File: src/rtl/gabor_kernel_bank.sv
// -----------------------------------------------------------------------------
// gabor_kernel_bank
//
// Writable coefficient store for the 2D Gabor convolution datapath. Holds
// NBANKS kernels of KSIZE x KSIZE IEEE-754 single-precision taps in a
// flip-flop array. Coefficients are never interpreted, only moved bit-exact.
//
// Three access paths share the array:
//   * write port   : one coefficient per cycle; illegal writes are dropped and
//                    flagged with a one-cycle wr_err pulse.
//   * read port    : registered random access, latency 1, rd_valid pulse.
//   * stream port  : plays a whole kernel out tap-by-tap (row-major) over a
//                    valid/ready handshake, ending with a one-cycle done pulse.
//
// Ports:
//   clk, rst_n                         clock (rising edge), async active-low reset
//   wr_en, wr_bank, wr_addr, wr_data   coefficient write
//   wr_err                             write rejected (one cycle after wr_en)
//   rd_en, rd_bank, rd_addr            random read request
//   rd_data, rd_valid                  read result, valid one cycle after rd_en
//   start, start_bank                  begin streaming a kernel
//   busy                               stream in progress
//   coef_valid, coef_ready             stream handshake
//   coef_data, coef_idx, coef_last     current beat
//   done                               one-cycle pulse after the last beat
// -----------------------------------------------------------------------------
module gabor_kernel_bank #(
    parameter  int KSIZE  = 3,
    parameter  int NBANKS = 4,
    parameter  int DW     = 32,
    localparam int NTAPS  = KSIZE * KSIZE,
    localparam int TAPW   = (NTAPS  > 1) ? $clog2(NTAPS)  : 1,
    localparam int BANKW  = (NBANKS > 1) ? $clog2(NBANKS) : 1
) (
    input  logic             clk,
    input  logic             rst_n,

    input  logic             wr_en,
    input  logic [BANKW-1:0] wr_bank,
    input  logic [TAPW-1:0]  wr_addr,
    input  logic [DW-1:0]    wr_data,
    output logic             wr_err,

    input  logic             rd_en,
    input  logic [BANKW-1:0] rd_bank,
    input  logic [TAPW-1:0]  rd_addr,
    output logic [DW-1:0]    rd_data,
    output logic             rd_valid,

    input  logic             start,
    input  logic [BANKW-1:0] start_bank,
    output logic             busy,
    output logic             coef_valid,
    input  logic             coef_ready,
    output logic [DW-1:0]    coef_data,
    output logic [TAPW-1:0]  coef_idx,
    output logic             coef_last,
    output logic             done
);

    localparam logic [TAPW-1:0] LAST_IDX = TAPW'(NTAPS - 1);

    typedef enum logic {
        IDLE,
        STREAM
    } state_t;

    state_t           state;
    logic [BANKW-1:0] stream_bank;
    logic [DW-1:0]    mem [NBANKS][NTAPS];

    // Default kernel for the 3x3 configuration: bank 0 ships with a usable
    // Gabor kernel so the datapath produces sensible output straight from reset.
    function automatic logic [DW-1:0] reset_value(input int bank, input int tap);
        logic [31:0] v;
        v = '0;
        if (KSIZE == 3 && bank == 0) begin
            case (tap)
                0:       v = 32'h3BA3D70A;
                1:       v = 32'h372A7EF9;
                2:       v = 32'hB2C2A8EB;
                3:       v = 32'h33B4C4DA;
                4:       v = 32'h32F5C28F;
                5:       v = 32'h2AB61E1A;
                6:       v = 32'hA9655C0E;
                7:       v = 32'h24B41C8F;
                8:       v = 32'h215EF96B;
                default: v = '0;
            endcase
        end
        return DW'(v);
    endfunction

    // -------------------------------------------------------------------------
    // Write qualification
    // -------------------------------------------------------------------------
    logic wr_in_range;
    logic wr_hits_stream;
    logic wr_ok;
    logic rd_in_range;

    // NOTE: every signal driven here gets a value on every path through the
    // block before any condition; a missed default would infer a latch.
    always_comb begin
        wr_in_range    = (int'(wr_addr) < NTAPS) && (int'(wr_bank) < NBANKS);
        // The kernel being streamed must stay stable for the whole burst.
        wr_hits_stream = busy && (wr_bank == stream_bank);
        wr_ok          = wr_en && wr_in_range && !wr_hits_stream;
        rd_in_range    = (int'(rd_addr) < NTAPS) && (int'(rd_bank) < NBANKS);
    end

    // -------------------------------------------------------------------------
    // Coefficient storage
    // -------------------------------------------------------------------------
    // NOTE: this array is deliberately reset. It is built from flip-flops, not
    // a RAM macro, so reset restores the shipped default kernel; a RAM-based
    // store would have to be left without a reset branch.
    always_ff @(posedge clk or negedge rst_n) begin
        if (!rst_n) begin
            for (int b = 0; b < NBANKS; b++) begin
                for (int t = 0; t < NTAPS; t++) begin
                    mem[b][t] <= reset_value(b, t);
                end
            end
        end else if (wr_ok) begin
            mem[wr_bank][wr_addr] <= wr_data;
        end
    end

    always_ff @(posedge clk or negedge rst_n) begin
        if (!rst_n) begin
            wr_err <= 1'b0;
        end else begin
            wr_err <= wr_en && !wr_ok;
        end
    end

    // -------------------------------------------------------------------------
    // Random-access read: registered, latency 1. Because the array update is
    // also a clocked non-blocking assignment, a same-cycle write to the same
    // entry is not yet visible and the read returns the old value.
    // -------------------------------------------------------------------------
    // NOTE: clocked state is always assigned with <=, so every register in the
    // design samples the values from before the edge, independent of the
    // order in which the always_ff blocks happen to be evaluated.
    always_ff @(posedge clk or negedge rst_n) begin
        if (!rst_n) begin
            rd_data  <= '0;
            rd_valid <= 1'b0;
        end else begin
            rd_valid <= rd_en;
            if (rd_en) begin
                rd_data <= rd_in_range ? mem[rd_bank][rd_addr] : '0;
            end
        end
    end

    // -------------------------------------------------------------------------
    // Stream FSM. All stream outputs are registered; the next tap is fetched
    // from the array on the handshake edge so beats flow at one per cycle.
    // -------------------------------------------------------------------------
    logic [TAPW-1:0] next_idx;

    assign next_idx = coef_idx + TAPW'(1);

    always_ff @(posedge clk or negedge rst_n) begin
        if (!rst_n) begin
            state       <= IDLE;
            stream_bank <= '0;
            busy        <= 1'b0;
            coef_valid  <= 1'b0;
            coef_data   <= '0;
            coef_idx    <= '0;
            coef_last   <= 1'b0;
            done        <= 1'b0;
        end else begin
            done <= 1'b0;
            case (state)
                IDLE: begin
                    // Starts naming a non-existent bank are silently dropped.
                    if (start && (int'(start_bank) < NBANKS)) begin
                        state       <= STREAM;
                        stream_bank <= start_bank;
                        busy        <= 1'b1;
                        coef_valid  <= 1'b1;
                        coef_idx    <= '0;
                        coef_data   <= mem[start_bank][0];
                        coef_last   <= (NTAPS == 1);
                    end
                end

                STREAM: begin
                    // coef_valid is high for the whole STREAM state, so the
                    // handshake reduces to coef_ready. With ready low every
                    // beat output simply holds.
                    if (coef_ready) begin
                        if (coef_idx == LAST_IDX) begin
                            state      <= IDLE;
                            busy       <= 1'b0;
                            coef_valid <= 1'b0;
                            coef_last  <= 1'b0;
                            done       <= 1'b1;
                        end else begin
                            coef_idx  <= next_idx;
                            coef_data <= mem[stream_bank][next_idx];
                            coef_last <= (next_idx == LAST_IDX);
                        end
                    end
                end

                default: begin
                    state <= IDLE;
                end
            endcase
        end
    end

endmodule

File: config.mk
export PLATFORM = sky130hd
export DESIGN_NAME = gabor_kernel_bank
export DESIGN_NICKNAME = d
export VERILOG_FILES = /design/src/rtl/gabor_kernel_bank.sv
export SDC_FILE = /design/constraint.sdc
export NUM_CORES = 2
export LEC_CHECK = 0
export CAP_MARGIN = 0
export CORE_MARGIN = 2
export CORE_UTILIZATION = 30
export DETAILED_ROUTE_END_ITERATION = 10
export HOLD_SLACK_MARGIN = 0.02
export PLACE_DENSITY = 0.42
export SETUP_SLACK_MARGIN = 0.05
export SLEW_MARGIN = 20
export SYNTH_ARGS = -nofsm -noshare
export SYNTH_HDL_FRONTEND = slang
export SYNTH_SLANG_ARGS = --single-unit
File: constraint.sdc
create_clock -name clk -period 5.3 [get_ports clk]
set_clock_uncertainty 0.2 [all_clocks]
set_input_delay 1.325 -clock clk [delete_from_list [all_inputs] [get_ports clk]]
set_output_delay 1.325 -clock clk [all_outputs]
set_load 0.05 [all_outputs]
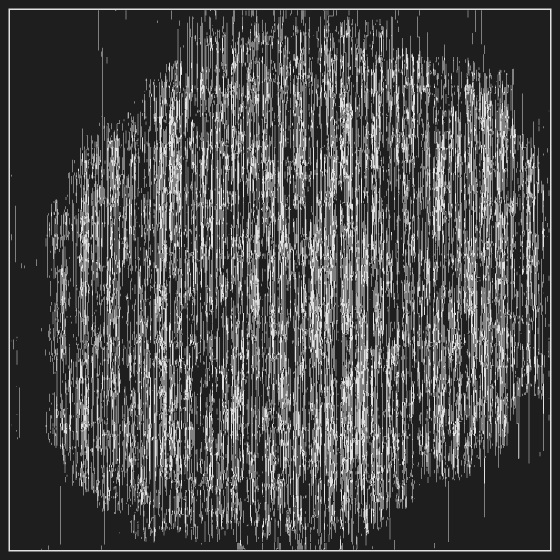
layer_met2.png
The layer holds 48% of the routed length. The layer carries 127 mm of wire.

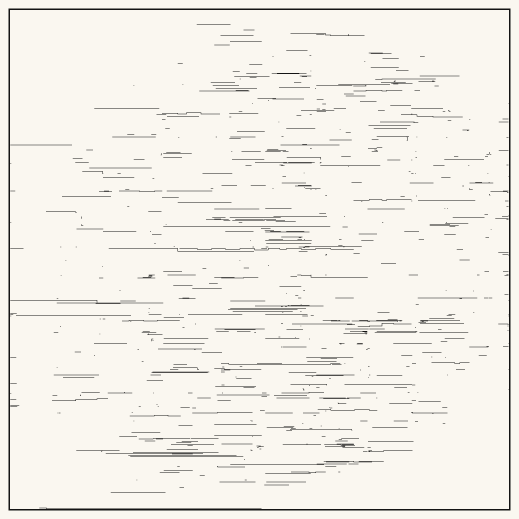
layer_met3.png
The wires run mostly horizontal. The layer holds 4.0% of the routed length. 293 nets have wire on it. The layer carries 10,600 µm of wire. The longest straight run is 203 µm.
final WL: 264,000 µm
via count: 43,495
routing usage on met3: 0.0305

==> results.txt <==
run results: First-pass DRT Iterations=5, combinational gates=between 2,000 and 3,000, number of port buffers=approximately 130, syn_area_per_cell=14.4 µm², CTS tree=yes, chip area=0.223 mm², P_sw=0.0134 W, largest power group=registers, Die Height=~470 µm, Leakage=about 33 nW, P_int=~0.023 W, Critical Path Max Stage Delay=0.91 ns, largest net degree at the start of global routing=approximately 150, critical path cell sequence=buf_4 -> clkdlybuf4s50_1, Clock Power Share=0.296, Non-CTS inverters=6, Fillers=roughly 21,000, Hold Vio Cnt, Final=0, # hold bufs at CTS=0, status=finished, final reports clean, logic gate share of total power=0.350, first-pass GRT wire length=372,000 µm, worst hold margin=0.298 ns, Max Cap Viol=0, fin util=0.349, Mapped Nets=4,606, area of placed instances=0.0708 mm², # Cells Yosys=4,551, antenna violations before repair=12, Comb area=0.0328 mm², Slew headroom=0.238, antenna cells=5, Yosys reg bits=1,228, Post-synth top cells=mux2_2 (1,146), dfrtp_1 (1,080), mux4_2 (414), Hold Crit Class=input port to asynchronous set/reset pin, critical path fanouts, max=25, post-synth top area share=0.411, final setup fails=0, CLK BUF=~250, final worst slack=0.894 ns, post-synth top area cell=dfrtp_1, Syn Inst Count=roughly 4,600, Total Power=0.0366 W, Clock Path Buffers=3, Setup crit start kind=flop, Post-synth EDFFs=0, Placer Congestion=0.782, DRT iter0 DRCs=3,535, CP required=3.77 ns, clock slew at reported path FFs=0.06 ns, Largest area class, layout=multi-input combinational cells, CTS resizes=0, fraction of area in registers=0.407, worst path arrival time=2.88 ns, Die X=472 µm, GRT Overall Usage=0.235, Crit Path Class=flop to output pin, fin nets=roughly 4,600, Pwr per Cell Area=between 400 and 500 mW/mm², clock group power=about 0.011 W, seq pwr=0.0129 W, Fmax=227 MHz, Switching Share=0.366, Clock H-tree levels=4, core region area=around 0.22 mm², Well-Tap Cells=2,854, seq_cells=1,228, cell with the most instances after synthesis=mux2_2, # placed instances=7,270, YS warnings=0, residual DRC count=0, GRT overflow=0, dpl ws=0.452 ns, Slew Limit Fails=0, initial core utilization=0.302, Non-clk bufs=343, layout cells sized above 1=0.478, Layout clock area frac=0.0678, Late-Pin Clk Latency=just over 0.8 ns, Syn Std Cell Area=0.0657 mm², combinational share of cell area=0.431, Synth-to-Final Area Change=15.6%, Post-CTS Setup Repair Bufs=0, RSZ-0062 raised after global routing=false, crit path max-delay cell type=clkdlybuf4s50_1, DR WL/cell=34.9 µm, IO Count=approximately 130, Worst Tran Pin Value=about 1.1 ns, Cell area leaders=dfrtp_1 (41%), mux2_2 (20%), mux4_2 (14%), detailed placement HPWL=159,000 µm, Layout Cells excl Fill=about 7,600, Async SR Flop Fraction=1.00, Synth Flop Type=dfrtp_1, fin crit share=0.831, Final min period=between 4 and 5 ns, Via density=5.76, CTS sink cnt=~1,200, Comb power=~0.013 W, worst vdd ir=~0.6 mV, synthesis area per yosys=0.0657 mm², Seq pwr share=0.354, antenna-violating nets left=0, Signal buf overhead=0.0468, row count=171, post-synth cell types=between 60 and 70, Num CTS Buffers=approximately 150, Flop area=0.0309 mm², nature of the critical path endpoint=output pin, design area=0.0760 mm², clk root buf=clkbuf_16, vias in the first global route=45,077, stage-log warning count=around 50, Setup TNS Final=0 ns, register area share after synthesis=0.470
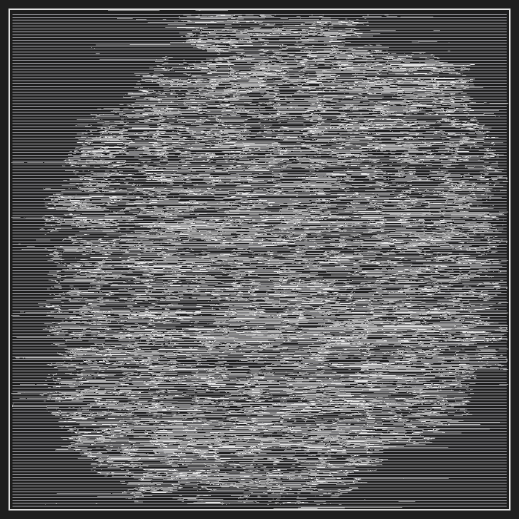
layer_met1.png
Supply wires on this layer in gray.
The longest straight run is 124 µm. The layer carries 118 mm of wire.
met1 Resource Use GR: 0.320

## cells by family after synthesis
kind of cell,synth area share
mux,0.402
flops,0.470
compound gates,0.0711
buf+inv,0.0370
simple gates,0.0182
xor+xnor,0.000799
fa+ha+maj,0.000571
## critical path: cells and delay by family, from the launching register on
family   cells  cell delay (ns)
flops        1             0.65
buf+inv      2             1.42
## placed cells by master, fill, tap and decap left out, types with 38 or more instances in the layout
master and n:
a211oi_1 58, a21oi_1 43, a22o_1 55, a22oi_1 117
buf_12 54, buf_4 166, clkbuf_1 50, clkbuf_16 158
clkbuf_8 38, clkdlybuf4s50_1 114, dfrtp_1 1076, dfstp_2 148
mux2_2 1146, mux2i_1 392, mux4_2 414, nand2_1 62
o21ai_0 64, o221ai_1 76
## registers in the layout, indices dropped and copies added (netlist names), 2 cells and up
signal and cells:
rd_data 32, coef_idx 4, mem 1152, stream_bank 2
coef_data 32
## worst paths after layout
check | from | slack, ns | endpoint | cells after the start
setup reg to reg | state$_DFF_PN0_ | 1.61 | coef_data[16]$_DFFE_PN0P_ | 7
hold / removal | rst_n | 0.30 | mem[412]$_DFFE_PN0P_ | 1
max in group asynchronous | rst_n | 3.35 | mem[932]$_DFFE_PN0P_ | 2
setup / recovery | coef_idx[0]$_DFFE_PN0P_ | 0.89 | coef_idx[0] | 2
hold reg to reg | coef_last$_DFFE_PN0P_ | 0.31 | coef_last$_DFFE_PN0P_ | 2
min in group clk | coef_last$_DFFE_PN0P_ | 0.31 | coef_last$_DFFE_PN0P_ | 2
## per-layer routing
layer / global-route usage / vias to the layer above / routed length, µm
met5: 0 / - / 32
met4: 0.0678 / 4 / 7520
met3: 0.0305 / 349 / 10600
met2: 0.390 / 1088 / 127000
met1: 0.320 / 24204 / 118000
li1: - / 17850 / -
Power is estimated from default activity; no workload was simulated.
